### Sequential cells colored by netlist name

Other sequential cells in the stronger gray, the rest of the logic in the fainter gray.
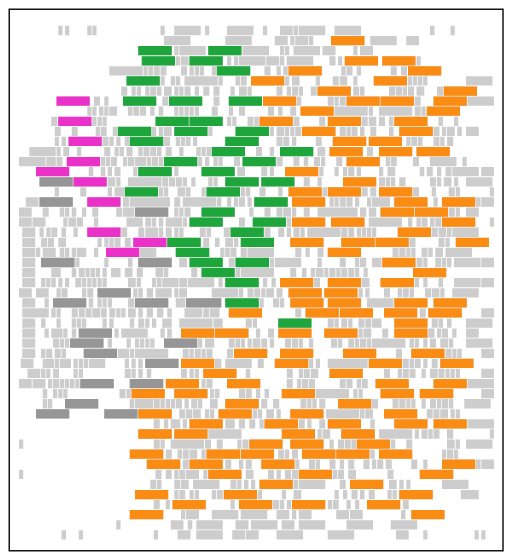
### Cell outlines without signal wires

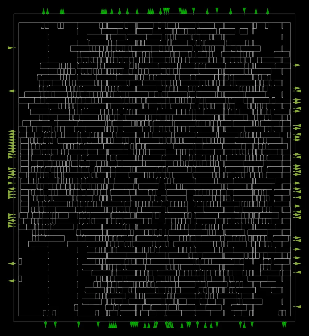
Design mips32_fetch_queue, sky130hd; sources not shown.
==> impl_metrics.yaml <==
# synthesis and place-and-route metrics
route:
  ant_nets: 0
  drt_iter0_drc: 737
  wl_per_cell_um: 15.04
  drt_wl_total_um: 21500
  drt-met1-wl_um: 9242
  drc: 0
  drt_first_pass_iters: 7
  viasPerCell: 5.432
timing:
  setup_tns_ps: 0
  final-hold-violation-count: 0
  max_freq_ghz: 0.2956
  fin_ws_ps: 617.4
  setup_viol_count_final: 0
  grt_setup_unrepaired: "false"
  holdWs_ps: 476.3
  drv_slew: 0
  fin_crit_sh_pct: 84.56
synthesis:
  logic_family: "simple AND/OR/NAND/NOR gates"
  ys_cells: 1116
  simple_gate_share_pct: 19.55
  ys_seq_share_pct: 54.08
  synth.distinct_cells: 24
  yosys_area_mm2: 0.009115
  synthCells: 1116
  ys_sh_adder_pct: 1.043
  syn_area_mm2: 0.009115
  yosys-top-cells-area: "dfrtp_1 (54%), o21ai_0 (14%), nand2_1 (12%), nor2_1 (3.9%), o22ai_1 (2.9%)"
  synth_top_area_share_pct: 54.08
  ff_type: "dfrtp_1"
  edf_count: 0
  synth_flops: 197
power:
  maxPowerGroup: "combinational logic"
  p_sw_share_pct: 41.43
  finalPower_mw: 9.492
  p_leak_nw: 5.525
  p_int_mw: 5.559
  p_seq_share_pct: 31.1
  comb-power_mw: 4.81
  p_comb_share_pct: 50.6
  pg_clk_mw: 1.73
critical_path:
  path_cells: "clkdlybuf4s50_1, inv_2, nand2_2, nor2_1, nand2_1, nand3_2, nor2_1, buf_12"
  cp_num_cells: 8
  critPathCaptureType: "output pin"
  critPathKind: "in2out"
  start_kind: "primary input"
  critical_path.top_delay_family: "buffers and inverters"
  r2r_slack_ps: 2000
  rr_worst_depth: 11
  worstPathArrival_ps: 2380
  path_buffers: 3
min_path:
  hold_path.class: "reg2reg"
  min_delay_path_depth: 2
clock_tree:
  numCtsBuffers: 17
  holdBufCountCts: 0
  cts_buffer_depth: 2
  root_buffer: "clkbuf_16"
  cts_setup_buffers: 0
  clk_pin_slew_ps: 70
  cts_resized: 0
  htree_levels: 4
  worst_skew_pair.late_latency_ps: 440
final_layout:
  area_delta_synth_final_pct: 23.49
  logic_gate_count: 781
  final_cell_mix: "nand2_1 (303), o21ai_0 (247), dfrtp_1 (196)"
  n_all_buffers: 113
  nonClkBufAreaFrac_pct: 14.35
  diodes: 0
  inverters_excl_clock: 71
  clock_cell_area_share_pct: 5.313
  layout_top_cell: "nand2_1"
  nets: 1234
  sh_comb_area_pct: 31.51
  largest_class: "flip-flops and latches"
  mi_logic_area_mm2: 0.003547
  design_area_mm2: 0.01126
flow_run:
  warning_count: 31
grt:
  use_met2_pct: 40.00
  antenna_found_initial: 0
  first_global_vias: 7646
  grt.total_usage_pct: 23.38
  grt_pass1_wl_um: 36810
  busiest_layer: "met2"
  grt_max_degree: 137
die:
  dieHeight_um: 145.6
  ios: 122
  coreArea_mm2: 0.01780
  chip_area_mm2: 0.01933
  fp_util_pct: 51.20
  die_x_um: 132.7
placed_design:
  place_inst: 1400
  place_hpwl_um: 13480
  place_area_mm2: 0.01066
outcome:
  status: "completed"
Notes on 'Sequential cells colored by netlist name' above:
| color | signal | flops |
|---|---|---|
| green | npc_q | 40 |
| magenta | req_addr | 10 |
| orange | ir_q | 128 |
not colored: 19
sequential cell area share: 43.81%
Final Util: 63.22%
Power Sequential: 2.95 mW

Notes on 'Cell outlines without signal wires' above:
flop count: 197
n_taps: 238
fillers: 1488
Finished Layout Cells: 1430
Core Rows: 51

No activity file was given, so power comes from the tool's default toggle rates.
